<file path="config.mk">
export PLATFORM = sky130hd
export DESIGN_NAME = i2s_clk_rx
export DESIGN_NICKNAME = d
export VERILOG_FILES = /design/src/rtl/i2s_clk_rx.sv
export SDC_FILE = /design/constraint.sdc
export NUM_CORES = 1
export LEC_CHECK = 0
export ABC_AREA = 1
export CORE_MARGIN = 2
export CORE_UTILIZATION = 50
export CTS_CLUSTER_SIZE = 30
export DETAILED_ROUTE_END_ITERATION = 6
export PLACE_DENSITY = 0.72
export SYNTH_ARGS = -nofsm -noshare
export SYNTH_HDL_FRONTEND = slang
export SYNTH_SLANG_ARGS = --single-unit
</file>
<file path="constraint.sdc">
create_clock -name pclk -period 2.08 [get_ports pclk]
set_input_delay 0.52 -clock pclk [delete_from_list [all_inputs] [get_ports pclk]]
set_output_delay 0.52 -clock pclk [all_outputs]
set_load 0.01 [all_outputs]
</file>
<file path="src/rtl/i2s_clk_rx.sv">
// I2S slave clock receiver: synchronises external sclk/ws, strobes edges,
// tracks channel/bit position and reports lock, length errors and clock loss.
module i2s_clk_rx #(
  parameter int SYNC_STAGES = 2,
  parameter int LOCK_FRAMES = 2,
  parameter int TIMEOUT     = 64
) (
  input  logic       pclk,
  input  logic       rst_,
  input  logic       en,
  input  logic       frame32,
  input  logic       sclk_in,
  input  logic       ws_in,
  output logic       sclk_rise,
  output logic       sclk_fall,
  output logic       frame_start,
  output logic       chan,
  output logic [5:0] bit_idx,
  output logic       locked,
  output logic       err_len,
  output logic       clk_lost
);

  typedef enum logic [1:0] {
    IDLE,
    SEEK,
    TRACK,
    LOCKED
  } state_t;

  state_t r_state, w_state_nxt;

  logic [SYNC_STAGES-1:0] r_sclk_sync;
  logic [SYNC_STAGES-1:0] r_ws_sync;
  logic                   r_sclk_hist;

  logic       r_rise, r_fall, r_fs, r_chan;
  logic       r_locked, r_err, r_lost;
  logic [5:0] r_bit;
  logic [3:0] r_good, w_good_nxt;
  logic [7:0] r_tmo;

  logic       w_sclk, w_ws, w_rise, w_fall, w_edge;
  logic       w_fs, w_len_ok, w_tmo_hit;
  logic       w_locked_nxt, w_err, w_lost;
  logic [6:0] w_len;

  assign w_sclk = r_sclk_sync[SYNC_STAGES-1];
  assign w_ws   = r_ws_sync[SYNC_STAGES-1];
  assign w_rise = w_sclk & ~r_sclk_hist;
  assign w_fall = ~w_sclk & r_sclk_hist;
  assign w_edge = w_rise | w_fall;
  assign w_fs   = en & w_rise & (w_ws != r_chan);

  assign w_len    = {1'b0, r_bit} + 7'd1;
  assign w_len_ok = w_len == (frame32 ? 7'd32 : 7'd16);

  // An edge this cycle clears the counter, so it can never fire with frame_start
  assign w_tmo_hit = ~w_edge &
                     (({1'b0, r_tmo} + 9'd1) == 9'(TIMEOUT));

  always_ff @(posedge pclk or negedge rst_) begin
    if (!rst_) begin
      r_sclk_sync <= '0;
      r_ws_sync   <= '0;
      r_sclk_hist <= 1'b0;
    end else begin
      r_sclk_sync <= {r_sclk_sync[SYNC_STAGES-2:0], sclk_in};
      r_ws_sync   <= {r_ws_sync[SYNC_STAGES-2:0], ws_in};
      r_sclk_hist <= w_sclk;
    end
  end

  always_ff @(posedge pclk or negedge rst_) begin
    if (!rst_) begin
      r_rise <= 1'b0;
      r_fall <= 1'b0;
      r_fs   <= 1'b0;
      r_chan <= 1'b0;
      r_bit  <= '0;
      r_tmo  <= '0;
    end else begin
      r_rise <= en & w_rise;
      r_fall <= en & w_fall;
      r_fs   <= w_fs;
      if (!en) begin
        r_bit <= '0;
      end else if (w_rise) begin
        r_chan <= w_ws;
        if (w_fs)
          r_bit <= '0;
        else if (r_bit != 6'd63)
          r_bit <= r_bit + 6'd1;
      end
      if (r_state == IDLE || w_edge)
        r_tmo <= '0;
      else
        r_tmo <= r_tmo + 8'd1;
    end
  end

  always_ff @(posedge pclk or negedge rst_) begin
    if (!rst_) begin
      r_state  <= IDLE;
      r_good   <= '0;
      r_locked <= 1'b0;
      r_err    <= 1'b0;
      r_lost   <= 1'b0;
    end else begin
      r_state  <= w_state_nxt;
      r_good   <= w_good_nxt;
      r_locked <= w_locked_nxt;
      r_err    <= w_err;
      r_lost   <= w_lost;
    end
  end

  always_comb begin
    w_state_nxt  = r_state;
    w_good_nxt   = r_good;
    w_locked_nxt = r_locked;
    w_err        = 1'b0;
    w_lost       = 1'b0;
    if (!en) begin
      w_state_nxt  = IDLE;
      w_locked_nxt = 1'b0;
    end else if (r_state != IDLE && w_tmo_hit) begin
      w_state_nxt  = IDLE;
      w_locked_nxt = 1'b0;
      w_lost       = 1'b1;
    end else begin
      unique case (r_state)
        IDLE: w_state_nxt = SEEK;
        SEEK: begin
          if (w_fs) begin
            w_state_nxt = TRACK;
            w_good_nxt  = '0;
          end
        end
        TRACK: begin
          if (w_fs && w_len_ok) begin
            w_good_nxt = r_good + 4'd1;
            if (r_good + 4'd1 == 4'(LOCK_FRAMES)) begin
              w_state_nxt  = LOCKED;
              w_locked_nxt = 1'b1;
            end
          end else if (w_fs) begin
            w_err      = 1'b1;
            w_good_nxt = '0;
          end
        end
        LOCKED: begin
          if (w_fs && !w_len_ok) begin
            w_err        = 1'b1;
            w_locked_nxt = 1'b0;
            w_state_nxt  = TRACK;
            w_good_nxt   = '0;
          end
        end
        default: w_state_nxt = IDLE;
      endcase
    end
  end

  assign sclk_rise   = r_rise;
  assign sclk_fall   = r_fall;
  assign frame_start = r_fs;
  assign chan        = r_chan;
  assign bit_idx     = r_bit;
  assign locked      = r_locked;
  assign err_len     = r_err;
  assign clk_lost    = r_lost;

endmodule

</file>
==> run summary, run 1 <==
Synthesis and PnR results.

- The share of layout cells above drive strength 1 reads 13.8%.
- Yosys stat counts 222 cells in the synthesized netlist.
- The final cell count without fillers reads 299.
- The number of buffers created by CTS is 5.
- Power comes to 1.54 mW.
- The average wire per standard cell is 10.8 microns.
- The tally of yosys warning messages is 0.
- Leaving out fill and tap cells, the most frequent cells in the layout are sky130_fd_sc_hd__nand2_1, sky130_fd_sc_hd__dfrtp_1, sky130_fd_sc_hd__inv_1, sky130_fd_sc_hd__nor2_1, sky130_fd_sc_hd__nand3_1.
- The kind of capture point of the worst setup path reads an output port.
- The share of total power dissipated in sequential elements is 48.3%.
- The sequential share of the synthesized area is 46.0%.
- The tally of unique sky130hd cells used after synthesis reads 24.
- The period utilization is about 92%.
- The number of nets in the finished design is 265.
- The internal power of the cells reads approximately 1.1 mW.
- The net load switching power reads 0.475 mW.
- The post-detailed-route count of antenna-violating nets is 0.
- The final timing report lists a hold violation count of 0.
- Detailed-route iteration 0 reported a violation count of 65.
- The signed area change from the synthesized netlist to the final layout is 20.2%.
- The final antenna diode tally reported by the flow is 0.
- The multi-input logic area is 815 sq um.
- The maximum number of pins on one net before global-route repair is 33.
- The worst setup path is launched from a flop.
- The maximum fanout along the worst path reads 7.
- The proportion of total power due to net switching is between 30% and 40%.
- The count of clock tree sinks is 32.
- The type of the worst min-delay path reads reg2reg.
- TritonRoute reported its final design rule violation total as 0.
- The sum of overflow across all layers after global routing reads 0.
- The share of the core area taken by cells at floorplan is a little over half.
- The number of standard-cell rows in the floorplan reads 21.
- The number of antenna violations at the first check in global routing reads 0.
- The weighted congestion at the end of routability-driven global placement is just over 0.8.
- Per the repair_timing log after CTS, setup buffers inserted total 0.
- The fraction of power consumed by combinational cells is 21.3%.
- The power density over cell area is 735 mW/mm^2.
- Per the timing report, the achievable frequency comes out to 525 MHz.
- The chip area from the yosys synthesis statistics is around 0.0017 sq mm.
- On the critical path the data arrives at approximately 1.4 ns.
- The synthesized area divided by synthesized cell count reads approximately 7.8 sq um.
- The sequential cells in the finished layout cover a total of 801 sq um.
- The most frequent logic cell in the layout is sky130_fd_sc_hd__nand2_1.
- The global-route wire length before repair reads 5870 microns.
- The cell area after synthesis is 0.00174 sq mm.
- The most heavily used metal layer in global routing reads met2.
- The synthesized instance count is 222.
- Before CTS, the worst setup slack after placement is -0.00206 ns.
- The end-of-flow timing check tallies setup violations at 0.
- The count of hold-fix buffers inserted at cts reads 0.
- The clock latency at the later pin of the worst-skew pair is about 0.34 ns.
- TritonCTS built the clock tree.
- The met2 demand-to-capacity share in global routing is 28.5%.
- The share of cell area taken by muxes after synthesis reads 0%.
- In the final report, the number of pins over their slew limit comes to 0.
- Setup repair after global routing left no endpoint under its margin.
- The detail-routed via count per cell reads 4.82.
- In this run the critical path is formed by clkdlybuf4s50_1.
- The tool flagged a number of max-cap violations equal to 0.
- The first-pass detailed-route iteration total reads 4.
- The transition time at the pin with the least slew margin is just over 0.4 ns.
- The count of instances resized after the clock tree is built reads 0.
- The area fraction in and, or, nand and nor cells after synthesis is 35.9%.
- In this run the tool buffered the top-level ports with 18 buffer cells.
- The headroom to the max-slew limit reads 72.6%.
- The critical setup path kind is reg2out.
- The final layout report lists a filler cell count of 304.
- The number of I/O pins is 19.
- On the reported timing paths, the clock transition at the registers reads 0.10 ns.
- The number of buffers and inverters on the critical path is 1.
- In this run the deepest clock path goes through 2 buffers.
- Per the CTS log, the maximum H-tree level is 2.
- The post-synthesis share of cell area spent on full adders, half adders and majority gates is 5.04%.
- The die area is roughly 0.0040 sq mm.
- Subtracting the final worst setup slack from the clock period gives 1.91 ns.
- The synthesized flop and latch total reads 32.
- The total nets after synthesis is around 240.
- The global-route usage over all layers is 19.0%.
- The met3 demand-to-capacity share in global routing reads 5.59%.
- The clock skew is 0.00679 ns.
- After layout, the worst setup slack is 0.175 ns.
- The final hold slack reads between 0.3 and 0.4 ns.
- The critical path's top delay family is buffers and inverters.
- The xor-xnor portion of the synthesized cell area is about 1.0%.
- The worst-path cell with the longest stage delay is sky130_fd_sc_hd__clkdlybuf4s50_1.
- Setup total negative slack on the finished layout was measured at 0 ns.
- The tree is rooted in a sky130_fd_sc_hd__clkbuf_4.
- The number of placed instances, taps included, is 291.
- In this design, the stage delay of the slowest critical-path cell is 0.58 ns.
- Among the non-sequential cells, simple AND/OR/NAND/NOR gates take the most area.
- The leakage dissipation reads 1.04 nW.
- The flow ran to the end, and the final reports show no timing, DRC or antenna violations.
- The OpenROAD warning count is 29.
- The area inside the core boundary reads 0.00334 sq mm.
- The slack of the worst reg-to-reg path is roughly 0.25 ns.
- The post-route cell area is 0.00209 sq mm.
- The via count of the first global-routing pass reads 1351.
- After Yosys synthesis, AND-OR and OR-AND compound gates account for ~4.9% of the synthesized area.
- The cell area after placement reads 0.00201 sq mm.
- Detailed placement ended at an HPWL of 2430 microns.
- The clock power share reads 30.4%.
- The required time of the critical path reads 1.56 ns.
run 1: cell usage after synthesis (all sizes together):
master	instances	share of area (%)
a21boi	1	0.43
a21oi	3	0.86
a32o	1	0.58
clkinv	1	0.22
dfrtp	32	46
ha	7	5.0
inv	32	6.9
nand2	69	16
nand3	22	6.9
nand3b	1	0.43
nand4	3	1.1
nor2	36	9.9
nor3	2	1.2
o21ai	8	2.3
o22ai	2	0.72
xnor2	2	1.0
run 1: kinds of logic (layout without fill, tap and decap cells):
group	count (synthesis)	after routing
simple gates	133	133
fa+ha+maj	7	7
flops	32	32
compound gates	15	15
xor+xnor	2	2
buf+inv	33	64
run 1: flip-flops by register name, indices dropped and copies added (netlist names):
| signal | count |
|---|---|
| bit_idx | 6 |
| chan | 1 |
| clk_lost | 1 |
| err_len | 1 |
| frame_start | 1 |
| locked | 1 |
| r_good | 4 |
| r_sclk_hist | 1 |
| r_sclk_sync | 2 |
| r_state | 2 |
| r_tmo | 8 |
| r_ws_sync | 2 |
| sclk_fall | 1 |
| sclk_rise | 1 |
run 1: worst paths after layout:
check / cells after the start / start / end
worst max-delay path: 1 / bit_idx[2] / bit_idx[2]
worst min-delay path: 0 / r_sclk_sync[0] / r_sclk_sync[1]
worst max register to register: 12 / r_tmo[0] / r_good[3]
worst min register to register: 0 / r_sclk_sync[0] / r_sclk_sync[1]
max in group asynchronous: 2 / rst_ / r_good[2]
min in group asynchronous: 2 / rst_ / r_ws_sync[1]
run 1: routing by layer:
metal	vias to the layer above	part of all wire, %
met5	-	0
met4	0	1.9
met3	7	4.0
met2	25	43
met1	652	51
li1	757	-
run 1: power groups by stage:
stage | Clock, mW | Combinational, mW | Sequential [mW]
final | 0.468 | 0.327 | 0.742
after global routing | 0.503 | 0.372 | 0.754
after CTS | 0.483 | 0.331 | 0.742
after detailed placement | 0 | 0.330 | 0.754
after global placement | 0 | 0.326 | 0.753
after floorplan | 0 | 0.197 | 0.756
run 1: final cells by class:
class / instances / share of cell area (%)
clock buffers: 6 / 1.97
clock inverters: 2 / 1.68
inverters: 33 / 5.92
multi-input cells: 157 / 39.0
flip-flops and latches: 32 / 38.3
well taps: 46 / 2.75
repair buffers: 23 / 10.4
run_1/flops_by_reg.png
Other sequential cells in the stronger gray, the rest of the logic in the fainter gray.
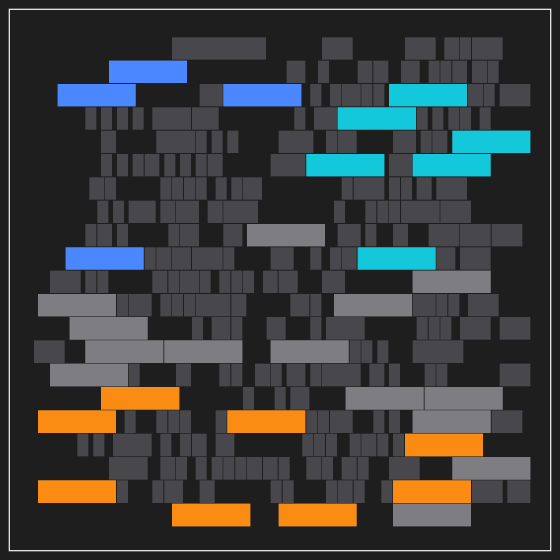
Key: `bit_idx` = cyan [flops 6, where top right]; `r_tmo` = orange [flops 8]; `r_good` = blue [flops 4, where top left]
final core utilization: 62.7%
flip-flop and latch power: 0.742 mW

run_1/power_grid.png
Pins as bars on the die edge.
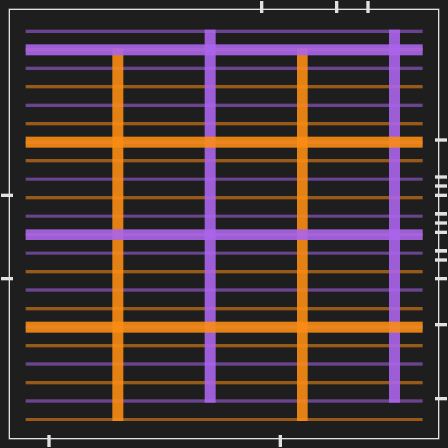
Key: VDD = purple; VSS = orange
4 straps on met4. The core has 21 rows.
Die W: 63.0 microns
maximum vdd drop: 0.535 mV
Chip Height: 63.0 microns

run_1/layer_met1.png
Supply wires on this layer in gray.
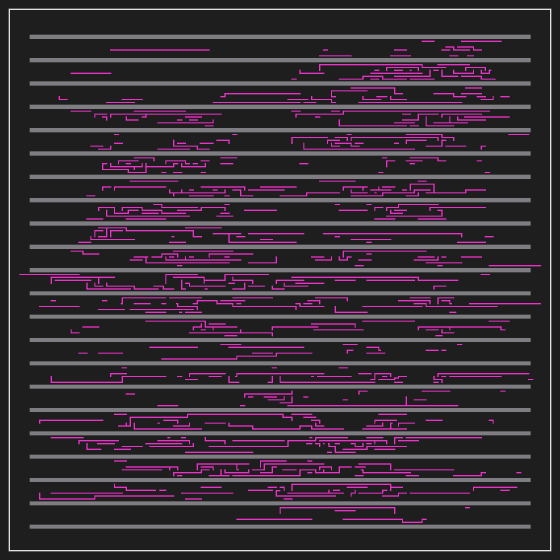
The wires run mostly horizontal. The layer carries 1630 microns of wire. 241 nets have wire on it. The longest straight run is 19.8 microns.
total wire length after detailed routing: 3230 microns
overall via count from detail_route: 1441
global routing usage on met1: 25.8%

==> inputs of run 2 (changes only) <==
--- a/config.mk
+++ b/config.mk
@@ -6,7 +6,7 @@
 export NUM_CORES = 1
 export LEC_CHECK = 0
 export ABC_AREA = 1
-export CORE_MARGIN = 2
+export CORE_MARGIN = 8
 export CORE_UTILIZATION = 50
 export CTS_CLUSTER_SIZE = 30
 export DETAILED_ROUTE_END_ITERATION = 6
@@ -14,3 +14,4 @@
 export SYNTH_ARGS = -nofsm -noshare
 export SYNTH_HDL_FRONTEND = slang
 export SYNTH_SLANG_ARGS = --single-unit
+export TNS_END_PERCENT = 1
run_2/logic_types.png
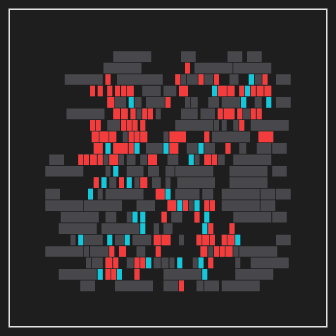
Key: inverters = cyan [cells 33, most used inv_1]; NAND gates = red [cells 95, most used nand2_1]
commonest non-fill, non-tap cell in the layout: sky130_fd_sc_hd__nand2_1
count of placed standard cells in the final layout, fillers left out: 299
logic gate fraction of the total cell area: 39.0%

==> run summary, run 2 <==
Synthesis and PnR results.

- The run finished with clean final reports.
- The overall via count from detail_route reads 1448 (+0.49%).
- Ranking logic cells in the layout by count gives the top entries sky130_fd_sc_hd__nand2_1, sky130_fd_sc_hd__dfrtp_1, sky130_fd_sc_hd__inv_1, sky130_fd_sc_hd__nor2_1, sky130_fd_sc_hd__nand3_1.
- The net load switching power is 0.464 mW (-2.4%).
- The number of buffers created by CTS reads 5 (unchanged).
- The largest family of logic cells by area reads simple AND/OR/NAND/NOR gates.
- The chip area from the yosys synthesis statistics was 0.00174 sq mm (unchanged).
- The count of routing violations after the opening detailed-route iteration is 124 (+91%).
- The critical path launch point type is a flop.
- The CTS tree is done.
- The post-synthesis share of cell area spent on full adders, half adders and majority gates is 5.04% (unchanged).
- The final total negative setup slack is 0 ns (unchanged).
- The most frequent cell after synthesis reads sky130_fd_sc_hd__nand2_1.
- The clock power share was 30.1% (-0.3 points).
- CTS placed an instance of sky130_fd_sc_hd__clkbuf_4 at the clock tree root.
- The largest register by flop count is r_tmo.
- Sorting the synthesized cells by area gives the leading types as sky130_fd_sc_hd__dfrtp_1, sky130_fd_sc_hd__nand2_1, sky130_fd_sc_hd__inv_1, sky130_fd_sc_hd__nor2_1, sky130_fd_sc_hd__nand3_1.
- The maximum fanout along the worst path is 7 (unchanged).
- The count of library flops with an enable pin is 0 (unchanged).
- The period utilization is 92.7% (+1.0 points).
- The clock latency at the later pin of the worst-skew pair is 0.33 ns (about the same).
- The number of I/O pins is 19 (unchanged).
- The number of flip-flops in the largest register reads 8 (unchanged).
- The signed area change from the synthesized netlist to the final layout was 20.2% (unchanged).
- The number of buffer cells added on primary ports reads 18 (unchanged).
- The area fraction in and, or, nand and nor cells after synthesis reads 35.9% (unchanged).
- The kind of capture point of the worst setup path reads an output port.
- The post-synthesis async set-or-reset flop share came to 100% (unchanged).
- The cell area after synthesis reads 0.00174 sq mm (unchanged).
- The cell area after placement is 0.00201 sq mm (unchanged).
- The worst stage delay on the critical path is 0.60 ns (+0.02 ns).
- The die area reads 0.00562 sq mm (+42%).
- The clock slew seen by the registers of the worst setup and hold paths is 0.09 ns (about the same).
- The critical path's top delay family is buffers and inverters.
- The sequential share of the synthesized area came to 46.0% (unchanged).
- The number of buffers and inverters on the critical path is 1 (unchanged).
- The post-detailed-route DRC marker count reads 0 (unchanged).
- The required time of the critical path was 1.56 ns (about the same).
- The final core utilization reads 62.7% (unchanged).
- The number of standard-cell rows in the floorplan is 21 (unchanged).
- The sum of overflow across all layers after global routing is 0 (unchanged).
- The critical path is of the reg2out type.
- The share of layout cells above drive strength 1 was 13.8% (unchanged).
- The maximum vdd ir drop is 0.460 mV (-14%).
- The xor-xnor portion of the synthesized cell area is 1.01% (unchanged).
- The number of cells in the yosys synthesis report came to 222 (unchanged).
- The leakage dissipation is 1.04 nW (+0.11%).
- The type of the worst min-delay path is reg2reg.
- The number of hold violations in the final report reads 0 (unchanged).
- The power density over cell area is 730 mW/mm^2 (-0.71%).
- The fraction of synthesized cell area taken by the top area cell type was 46.0% (unchanged).
- The number of nets in the finished design came to 265 (unchanged).
- The buffer depth of the longest clock path came to 2 (unchanged).
- The proportion of total power due to net switching reads 30.4% (-0.53 points).
- The synthesized flop and latch total reads 32 (unchanged).
- The height of the die is 75.0 microns (+19%).
- The arrival time at the worst endpoint reads 1.41 ns (+0.02 ns).
- The x dimension of the die reads 75.0 microns (+19%).
- The total length of routed met2 wires reads 1390 microns (-1.1%).
- The highest metal layer carrying signal wires in the routed design is met4.
- The tally of unique sky130hd cells used after synthesis is 24 (unchanged).
- The setup fix buffers added after clock tree synthesis reads 0 (unchanged).
- The count of instances resized after the clock tree is built is 0 (unchanged).
- The synthesized area divided by synthesized cell count came to 7.83 sq um (unchanged).
- The OpenROAD warning count reads 29 (unchanged).
- The number of antenna violations at the first check in global routing is 0 (unchanged).
- The fraction of power consumed by combinational cells is 21.3% (about the same).
- The max-cap check violation count was 0 (unchanged).
- The area inside the core boundary is 0.00334 sq mm (unchanged).
- The wire length on met3 came to 172 microns (+32%).
- The count of hold-fix buffers inserted at cts reads 0 (unchanged).
- The total nets after synthesis is 235 (unchanged).
- The via count of the first global-routing pass reads 1374 (+1.7%).
- The final setup violation count is 0 (unchanged).
- The detail-routed via count per cell reads 4.84 (+0.49%).
- The number of instances in the synthesized netlist reads 222 (unchanged).
- For reference, the top cells by count after synthesis are sky130_fd_sc_hd__nand2_1, sky130_fd_sc_hd__dfrtp_1, sky130_fd_sc_hd__inv_1.
- The worst setup slack before clock tree synthesis was 0.0388 ns (+0.0408 ns).
- The detailed-route wire length is 3190 microns (-1.1%).
- For reference, the critical path cell chain is clkdlybuf4s50_1.
- The total of fill cells in the finished design is 310 (+2.0%).
- The post-detailed-route count of antenna-violating nets reads 0 (unchanged).
- The internal power of the cells is 1.06 mW (about the same).
- The tally of yosys warning messages is 0 (unchanged).
- The clock skew was 0.00710 ns (+0.000301 ns).
- The routed length on met1 is 1550 microns (-4.9%).
- The average wire per standard cell reads 10.7 microns (-1.1%).
- The first-pass detailed-route iteration total reads 4 (unchanged).
- The number of max-slew violations in the final report reads 0 (unchanged).
- The worst-path cell with the longest stage delay is sky130_fd_sc_hd__clkdlybuf4s50_1.
- The post-route worst setup slack reads 0.153 ns (-0.0218 ns).
- The global-route wire length before repair is 5800 microns (-1.1%).
- The final period demand of the worst path reads 1.93 ns (+0.0218 ns).
- The post-route cell area reads 0.00209 sq mm (unchanged).
- Setup repair after global routing left no endpoint under its margin.
run 2: cell counts in the layout (fill, tap and decap cells not counted):
Identical to the previous run, type by type.
run 2: final cells by class:
cell class / count / share of cell area [%]
Clock buffer: 6 / 1.97
Clock inverter: 2 / 1.68
Inverter: 33 / 5.92
Multi-Input combinational cell: 157 / 39.0
Sequential cell: 32 / 38.3
Tap cell: 46 / 2.75
Timing Repair Buffer: 23 / 10.4
run 2: cells by family (layout without fill, tap and decap cells):
| kind of cell | Yosys count | in the layout |
|---|---|---|
| AND/OR/NAND/NOR | 133 | 133 |
| buffers and inverters | 33 | 64 |
| flip-flops | 32 | 32 |
| AND-OR/OR-AND | 15 | 15 |
| adder cells (fa/ha/maj) | 7 | 7 |
| XOR/XNOR | 2 | 2 |
run 2: final timing paths:
| check | depth (start not counted) | slack (ns) | to | startpoint |
|---|---|---|---|---|
| setup / recovery | 1 | 0.15 | bit_idx[2] | bit_idx[2] |
| hold / removal | 0 | 0.36 | r_ws_sync[1] | r_ws_sync[0] |
| setup reg to reg | 12 | 0.27 | r_good[1] | r_tmo[0] |
| hold reg to reg | 0 | 0.36 | r_ws_sync[1] | r_ws_sync[0] |
| max in group asynchronous | 2 | 1.22 | r_tmo[4] | rst_ |
| min in group asynchronous | 2 | 0.58 | r_tmo[3] | rst_ |
run 2: power by group through the flow:
stage	Clock, mW	Sequential, mW	Combinational (mW)
2_1_floorplan	0	0.756	0.197
3_3_place_gp	0	0.752	0.324
3_5_place_dp	0	0.755	0.326
4_1_cts	0.477	0.743	0.328
5_1_grt	0.494	0.755	0.371
6_report	0.460	0.742	0.325
run 2: metal layers:
layer / vias up / track usage, %
li1: 753 / -
met1: 653 / 16.8
met2: 34 / 21.1
met3: 8 / 2.53
met4: 0 / 8.04
met5: - / 0
run 2: metrics by stage:
stage	power, mW	hold slack (ns)
after floorplan	0.953	0.224
after global routing	1.62	0.374
final	1.53	0.358
after detailed placement	1.08	0.342
after global placement	1.08	0.333
after CTS	1.55	0.365
Power figures rest on the tool's default switching activity, not on a simulated workload.
